**src/rtl/lut_pkg.sv**
```systemverilog
// Shared types and helpers for the serially-programmed truth-table evaluator.
package lut_pkg;

    localparam int MAX_N_IN = 8;

    typedef enum logic [1:0] {
        IDLE  = 2'd0,
        SWEEP = 2'd1,
        DONE  = 2'd2
    } state_t;

    function automatic int tt_size(input int n);
        return 1 << n;
    endfunction

endpackage

```
**src/rtl/lut_sweep_eval_tt_shift_reg.sv**
```systemverilog
// Truth-table storage: serial shift-in at the top, two independent read ports.
module tt_shift_reg
    import lut_pkg::*;
#(
    parameter int N_IN = 4
) (
    input  logic            clk,
    input  logic            rst_n,
    input  logic            shift_en,
    input  logic            shift_bit,
    input  logic [N_IN-1:0] rd_addr_a,
    input  logic [N_IN-1:0] rd_addr_b,
    output logic            rd_bit_a,
    output logic            rd_bit_b
);

    localparam int TT = tt_size(N_IN);

    logic [TT-1:0] r_tt;
    logic [TT-1:0] w_tt_next;

    // New bits enter at the MSB, so the first bit sent ends up in entry 0.
    genvar gi;
    generate
        for (gi = 0; gi < TT; gi++) begin : g_shift
            if (gi == TT - 1) begin : g_top
                assign w_tt_next[gi] = shift_bit;
            end else begin : g_mid
                assign w_tt_next[gi] = r_tt[gi+1];
            end
        end
    endgenerate

    always_ff @(posedge clk) begin
        if (!rst_n) begin
            r_tt <= '0;
        end else if (shift_en) begin
            r_tt <= w_tt_next;
        end
    end

    assign rd_bit_a = r_tt[rd_addr_a];
    assign rd_bit_b = r_tt[rd_addr_b];

endmodule

```
**src/rtl/lut_sweep_eval.sv**
```systemverilog
// N_IN-input boolean function from a serially loaded truth table, with a
// registered live output and an exhaustive sweep that counts true entries.
module lut_sweep_eval
    import lut_pkg::*;
#(
    parameter int N_IN = 4
) (
    input  logic            clk,
    input  logic            rst_n,
    input  logic            cfg_valid,
    input  logic            cfg_bit,
    output logic            cfg_ready,
    input  logic [N_IN-1:0] in_vec,
    output logic            out_e,
    input  logic            sweep_start,
    output logic            busy,
    output logic [N_IN-1:0] sweep_vec,
    output logic            done,
    output logic [N_IN:0]   ones_count
);

    state_t          r_state;
    state_t          w_state_next;
    logic [N_IN-1:0] r_sweep_vec;
    logic [N_IN:0]   r_ones_count;
    logic            r_out_e;
    logic            w_live_bit;
    logic            w_sweep_bit;
    logic            w_start;
    logic            w_load_en;
    logic            w_last;

    // A sweep request beats a simultaneous cfg bit, which is dropped.
    assign w_start   = (r_state == IDLE) && sweep_start;
    assign w_load_en = (r_state == IDLE) && cfg_valid && !sweep_start;
    assign w_last    = &r_sweep_vec;

    tt_shift_reg #(
        .N_IN(N_IN)
    ) u_tt (
        .clk       (clk),
        .rst_n     (rst_n),
        .shift_en  (w_load_en),
        .shift_bit (cfg_bit),
        .rd_addr_a (in_vec),
        .rd_addr_b (r_sweep_vec),
        .rd_bit_a  (w_live_bit),
        .rd_bit_b  (w_sweep_bit)
    );

    always_ff @(posedge clk) begin
        if (!rst_n) begin
            r_state <= IDLE;
        end else begin
            r_state <= w_state_next;
        end
    end

    always_comb begin
        w_state_next = r_state;
        case (r_state)
            IDLE:    if (sweep_start) w_state_next = SWEEP;
            SWEEP:   if (w_last) w_state_next = DONE;
            DONE:    w_state_next = IDLE;
            default: w_state_next = IDLE;
        endcase
    end

    always_comb begin
        busy      = (r_state == SWEEP);
        done      = (r_state == DONE);
        cfg_ready = rst_n && (r_state == IDLE);
    end

    // The counter is one bit wider than the index so a full table never wraps.
    always_ff @(posedge clk) begin
        if (!rst_n) begin
            r_sweep_vec  <= '0;
            r_ones_count <= '0;
            r_out_e      <= 1'b0;
        end else begin
            r_out_e <= w_live_bit;
            if (w_start) begin
                r_sweep_vec  <= '0;
                r_ones_count <= '0;
            end else if (r_state == SWEEP) begin
                r_ones_count <= r_ones_count + {{N_IN{1'b0}}, w_sweep_bit};
                if (!w_last) begin
                    r_sweep_vec <= r_sweep_vec + 1'b1;
                end
            end
        end
    end

    assign out_e      = r_out_e;
    assign sweep_vec  = r_sweep_vec;
    assign ones_count = r_ones_count;

endmodule
```
**config.mk**
```make
export PLATFORM = sky130hd
export DESIGN_NAME = lut_sweep_eval
export DESIGN_NICKNAME = d
export VERILOG_FILES = /design/src/rtl/lut_pkg.sv /design/src/rtl/lut_sweep_eval_tt_shift_reg.sv /design/src/rtl/lut_sweep_eval.sv
export SDC_FILE = /design/constraint.sdc
export NUM_CORES = 1
export LEC_CHECK = 0
export ABC_AREA = 1
export CAP_MARGIN = 30
export CORE_MARGIN = 2
export CORE_UTILIZATION = 30
export DETAILED_ROUTE_END_ITERATION = 8
export GPL_ROUTABILITY_DRIVEN = 0
export SYNTH_ARGS = -nofsm -noshare
export SYNTH_HDL_FRONTEND = slang
export SYNTH_SLANG_ARGS = --single-unit
export TNS_END_PERCENT = 100
```
**constraint.sdc**
```tcl
create_clock -name clk -period 1.68 [get_ports clk]
set_clock_uncertainty 0.15 [all_clocks]
set_input_delay 0.336 -clock clk [delete_from_list [all_inputs] [get_ports clk]]
set_output_delay 0.336 -clock clk [all_outputs]
set_load 0.1 [all_outputs]
```
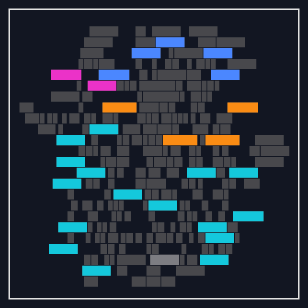
Figure 1: run 1, sequential cells coloured by netlist name.
(4 px per um)
colour	signal	placed flops
orange	`sweep_vec`	4
cyan	`u_tt.r_tt`	16
blue	`ones_count`	5
magenta	`r_state`	2
not coloured	1

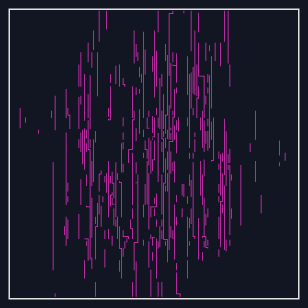
Figure 2: run 1, M2 wires.
(4 px per um)
nets with wire on the layer	204
main direction	vertical
share of all routed wire	48%
longest straight run	27.4 um

==> impl_metrics.tcl, run 1 <==
# collected from the flow reports
set metrics [dict create \
    status "complete, but fails checks" \
    failed_checks "setup timing" \
    period_used_share 1.108 \
    startpoint_type "flop" \
    dpl_cell_area_mm2 0.001986 \
    drt-total-wl_um 3375 \
    syn_area_per_cell_um2 6.966 \
    ctsHtreeMaxLevel 1 \
    drt_first_iter_violations 92 \
    comb_share 0.3519 \
    num_tap_cells 52 \
    fin_setup_tns_ns -0.4606 \
    lay_top_cells "nand2_1, inv_1, a21oi_1" \
    place_hpwl_um 2524 \
    cts_resized 8 \
    wl_per_cell_um 11.40 \
    buf_share 0.2638 \
    p_leak_nw 0.8703 \
    wl_met3_um 101 \
    final_util 0.4824 \
    top_area_cell "dfxtp_1" \
    met1_length_um 1631 \
    swShare 0.3013 \
    drive_above_1_share 0.3033 \
    yosysWarningCount 0 \
    rrSetupSlack_ns -0.18 \
    area_growth_pct 53.61 \
    pre_cts_slack_ns -0.2149 \
    stdcell_area_mm2 0.002130 \
    io_buffer_count 21 \
    cts_tree "yes" \
    globalRouteMet1Util 0.1863 \
    syn_area_mm2 0.001386 \
    power_frac_comb 0.247 \
    min_path_cells 4 \
    cp_slowest_cell "dfxtp_4" \
    worstPathRequired_ns 1.70 \
    yosys.area_share.simple 0.2428 \
    rr_worst_depth 12 \
    crit_path_start "sweep_vec[0]" \
    vdd_drop_max_v 0.0002672 \
    use_met3 0.01806 \
    synth_adder_area_share 0.02708 \
    syn_inst 199 \
    fp_util 0.3141 \
    rsz0062_at_grt "yes" \
    hold_violations 0 \
    grt_use_met2 0.2274 \
    p_int_mw 1.066 \
    grt_max_degree 29 \
    period_minus_slack_ns 1.862 \
    crit_path_cell_trace "buf_6 > a21oi_2 > o21ai_1 > nand2_1 > nand3_1 > nand3_2 > ha_4 > ha_4 > nand3_2 > nor2_2 > nand2_1 > nor3b_2" \
    relSlewSlack 0.8026 \
    synthTopCellsByArea "dfxtp_1, a21oi_1, nand2_1" \
    critPathBufInv 1 \
    numSynthFlops 28 \
    ios 22 \
    pwr-share-seq 0.475 \
    path_class "flop to flop" \
    seq_area_frac 0.2709 \
    endpoint_kind "flop" \
    worst_slack_ns -0.1821 \
    ys_seq_frac 0.4043 \
    post-cts-setup-buffers 3 \
    cts.hold.buffers_added 0 \
    design.core.area_mm2 0.004414 \
    xor_area_frac 0 \
    die_x_um 71.98 \
    crit_fanout 7 \
    comb.multi_input.count 134 \
    min_from "rst_n" \
    slew_violations 0 \
    drcViolationCount 0 \
    power_density_mw_per_mm2 716.6 \
    n_all_buffers 47 \
    setup_viol 4 \
    finalNonFillerCells 296 \
    arrival_ns 1.88 \
    synth_top_area_share 0.4043 \
    hold_path.class "input pin to flop" \
    met2WireLength_um 1608 \
    clock_buffers 4 \
]
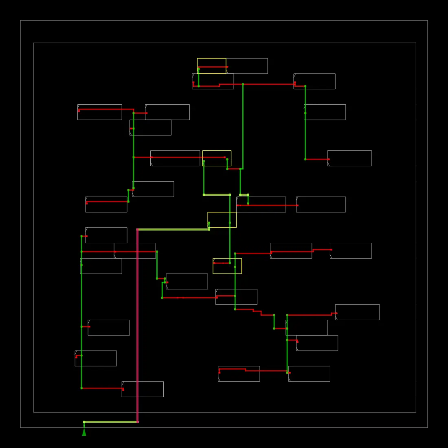
Figure 3: run 1, clock wiring as the flow saved it.
sequential cells: 28
clk latency late pin: 0.27 ns
Num CTS Buffers: 3

## run 1: power groups by stage
stage / Combinational [mW] / Clock (mW) / Sequential (mW)
after floorplan: 0.180 / 0 / 0.772
after global placement: 0.351 / 0 / 0.740
after detailed placement: 0.352 / 0 / 0.741
after CTS: 0.366 / 0.438 / 0.723
after global routing: 0.412 / 0.462 / 0.730
final: 0.376 / 0.425 / 0.725
## run 1: flip-flops by register name (all words and copies together), names as in the netlist
register    count
u_tt.r_tt      16
ones_count      5
sweep_vec       4
r_state         2
out_e           1
## run 1: Yosys cell counts (all sizes together)
master	number
nand2	34
inv	31
a21oi	30
dfxtp	28
o21ai	25
nand3	20
nor2	11
nor3	6
buf	5
ha	3
a211oi	2
clkbuf	1
nand3b	1
nor3b	1
o211ai	1
Figure 4. Supply network (run 1).
(4 px per um) Pins as bars on the die edge.
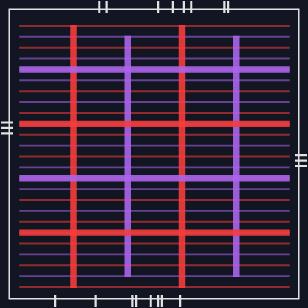

==> run 2: changes to the inputs <==
--- a/config.mk
+++ b/config.mk
@@ -11,6 +11,7 @@
 export CORE_UTILIZATION = 30
 export DETAILED_ROUTE_END_ITERATION = 8
 export GPL_ROUTABILITY_DRIVEN = 0
+export REMOVE_ABC_BUFFERS = 1
 export SYNTH_ARGS = -nofsm -noshare
 export SYNTH_HDL_FRONTEND = slang
 export SYNTH_SLANG_ARGS = --single-unit
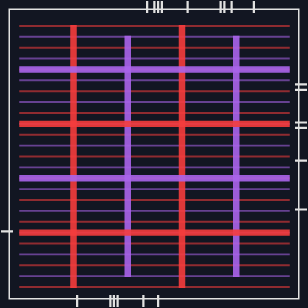
Figure 5: run 2, supply network.
(4 px per um) Pins as bars on the die edge.
colour	net
red	VSS
purple	VDD
met5 straps	4
signal pins	22
met1 rails	25
rows	24
VDD IR max: 0.0003086 V
die span in y: 71.98 um
Core Box Area: 0.004414 mm2
Die Width: 71.98 um

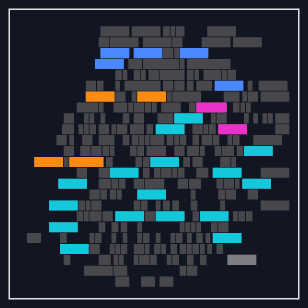
Figure 6: run 2, sequential cells coloured by netlist name.
(4 px per um)
colour	signal	placed flops
orange	`sweep_vec`	4
blue	`ones_count`	5
cyan	`u_tt.r_tt`	16
magenta	`r_state`	2

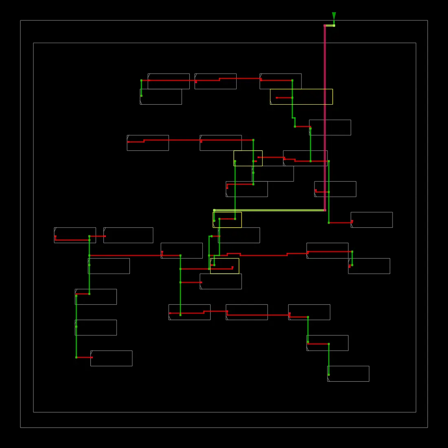
Figure 7: run 2, clock wiring as the flow saved it.
Clock Power: 535 uW
clkbuf count: 3
Clock Sinks: 28

==> run 2 against run 1 <==
- the run still ends with setup timing left
- via count up 4.2%
- sequential share of layout area down 1.9 points
- critical path depth down 1
- count of clock-buffer cells in the layout down 1
- sequential cell count unchanged
- largest cell class unchanged
- area after synthesis unchanged
- routed wire length up 12%
- fmax down 5.9%
- register-to-register slack worse by 0.12 ns
- non-clock buffer count up 14
- critical endpoint is now ones_count[2]
- cell count up 4.7%
==> impl_metrics.tcl, run 2 <==
# collected from the flow reports
set metrics [dict create \
    ctsHtreeMaxLevel 1 \
    cts.hold.buffers_added 0 \
    grt_max_degree 30 \
    ios 22 \
    post-cts-setup-buffers 2 \
    setup_viol 6 \
    worst_slack_ns -0.2986 \
    drcViolationCount 0 \
    dpl_cell_area_mm2 0.002014 \
    hold_violations 0 \
    top_cell "nand2_1" \
    maxPowerGroup "registers" \
    rr_worst_depth 11 \
    drive_above_1_share 0.3140 \
    yosys.area_share.simple 0.2428 \
    area_growth_pct 61.73 \
    worstPathRequired_ns 1.74 \
    slew_violations 0 \
    regMostFlops "u_tt.r_tt" \
    failed_checks "setup timing" \
    ys_seq_frac 0.4043 \
    yosysWarningCount 0 \
    edf_count 0 \
    async_reset_ff_frac 0 \
    final_util 0.5079 \
    numSynthFlops 28 \
    power_density_mw_per_mm2 742.9 \
    io_buffer_count 21 \
    synth_adder_area_share 0.02708 \
    cts_resized 20 \
    grt_use_met2 0.2469 \
    crit_fanout 6 \
    lay_top_cells "buf_4, nand2_1, inv_1" \
    status "complete, but fails checks" \
    cts_tree "yes" \
    rrSetupSlack_ns -0.30 \
    p_leak_nw 0.9337 \
    met2WireLength_um 1803 \
]
run 2: netlist changes by cell type in the layout (fill, tap and decap cells not counted), moves of 3 or more:
cell and change:
dfxtp_2 -3, nand2_2 -3, dfxtp_1 +5, o21ai_1 -3, inv_1 +4, buf_4 +16
run 2: worst max-delay path: stages, from the launching register on:
cell      delay, ns
dfxtp_4        0.37
buf_6          0.14
o211ai_1       0.19
nand3_1        0.15
nand3_2        0.11
nand3_2        0.10
ha_4           0.18
ha_4           0.16
nand3_4        0.07
buf_4          0.11
nand2_1        0.05
a21oi_1        0.12
run 2: final cells by class:
class                           instances  share of cell area
Multi-Input combinational cell        134              0.3426
Timing Repair Buffer                   61              0.2924
Tap cell                               52             0.02902
Clock buffer                            3             0.01842
Sequential cell                        28              0.2522
Inverter                               31             0.05190
Clock inverter                          1             0.01339
Figure 8. M2 wires (run 2).
(4 px per um)
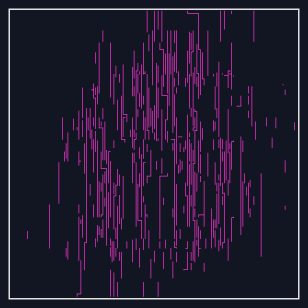

==> run 3: changes to the inputs <==
--- a/config.mk
+++ b/config.mk
@@ -11,6 +11,7 @@
 export CORE_UTILIZATION = 30
 export DETAILED_ROUTE_END_ITERATION = 8
 export GPL_ROUTABILITY_DRIVEN = 0
+export RECOVER_POWER = 25
 export REMOVE_ABC_BUFFERS = 1
 export SYNTH_ARGS = -nofsm -noshare
 export SYNTH_HDL_FRONTEND = slang
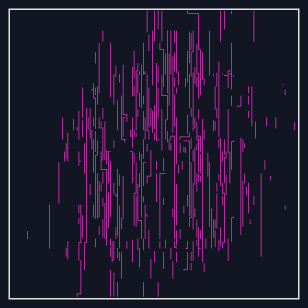
Figure 9: run 3, M2 wires.
(4 px per um)
share of all routed wire	47%
nets with wire on the layer	219
longest straight run	35.7 um
main direction	vertical
wire length on this layer	1790 um
total routed wirelength: 3772 um
via count: 1453
M2 GR Usage: 0.2469

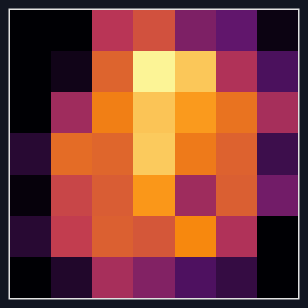
Figure 10: run 3, placement density heat map.
(4 px per um) 7 x 7 tiles, from black (low) to pale yellow (high), 0 to 100% covered.
tiles over 75% full	12%
emptiest ninth of the die	top left
nearly empty tiles	16%
fullest tile	98%
mean over tiles	41%
Finished Core Util: 0.4983
initial core utilization: 0.3141

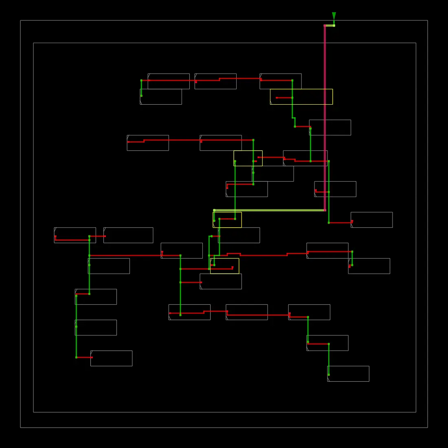
Figure 11: run 3, clock wiring as the flow saved it.
Clock Power: 536 uW
clk latency late pin: 0.28 ns

==> run 3 against run 2 <==
- the run still ends with setup timing left
- core utilization decreased by 0.96 points
- sequential share of layout area grew 0.49 points
- via count about the same
==> impl_metrics.tcl, run 3 <==
# collected from the flow reports
set metrics [dict create \
    status "complete, but fails checks" \
    failed_checks "setup timing" \
    cts_sinks 28 \
    synth_top_area_share 0.4043 \
    period_used_share 1.177 \
    rsz0062_at_grt "yes" \
    worst_slack_ns -0.2978 \
    wl_met3_um 90 \
    synthTopCellsByArea "dfxtp_1, a21oi_1, nand2_1" \
    relSlewSlack 0.6775 \
    period_minus_slack_ns 1.978 \
    finalNonFillerCells 310 \
    min_path_cells 2 \
    cts_tree "yes" \
    setup_viol 7 \
    place_hpwl_um 2629 \
    clk_share 0.03242 \
    power_frac_comb 0.243 \
    crit_path_cell_trace "buf_6 > o211ai_1 > nand3_1 > nand3_2 > nand3_2 > ha_4 > ha_4 > nand3_4 > buf_4 > nand2_1 > a21oi_1" \
    area_growth_pct 58.66 \
    io_buffer_count 21 \
    drcViolationCount 0 \
    arrival_ns 2.03 \
    cts.hold.buffers_added 0 \
    crit_path_start "sweep_vec[0]" \
    cpPeakStageDelay_ns 0.37 \
    ys_seq_frac 0.4043 \
    drive_above_1_share 0.3140 \
    worstPathRequired_ns 1.74 \
    syn_area_per_cell_um2 6.966 \
    clock_buffers 3 \
    num_tap_cells 52 \
    edf_count 0 \
    path_class "flop to flop" \
    regMostFlops "u_tt.r_tt" \
    met1_length_um 1802 \
    vdd_drop_max_v 0.0003088 \
    path_depth 11 \
    top_area_cell "dfxtp_1" \
    cp_slowest_cell "dfxtp_4" \
]
run 3: timing repair:
action                                  in CTS  in global routing
endpoints found under the setup margin       6                 11
pin swaps                                    7                  6
hold endpoints to repair                     0                  0
gates resized                               20                 12
gates cloned                                 1                  0
setup buffers                                2                  4
run 3: logic make-up (layout without fill, tap and decap cells):
group	after synthesis	after routing	share of synthesized area
simple gates	73	73	0.2428
fa+ha+maj	3	3	0.02708
buf+inv	37	96	0.1110
flops	28	28	0.4043
compound gates	58	58	0.2148
run 3: per-stage QoR:
stage,power [mW],worst slack [ns],hold slack [ns]
final,1.654,-0.2978,0.3507
after global routing,1.726,-0.3919,0.3840
after CTS,1.652,-0.2166,0.3525
after detailed placement,1.103,-0.3199,0.3322
after global placement,1.100,-0.2841,0.3321
after floorplan,0.9282,-1.274,0.2895
Power is estimated from default activity; no workload was simulated.
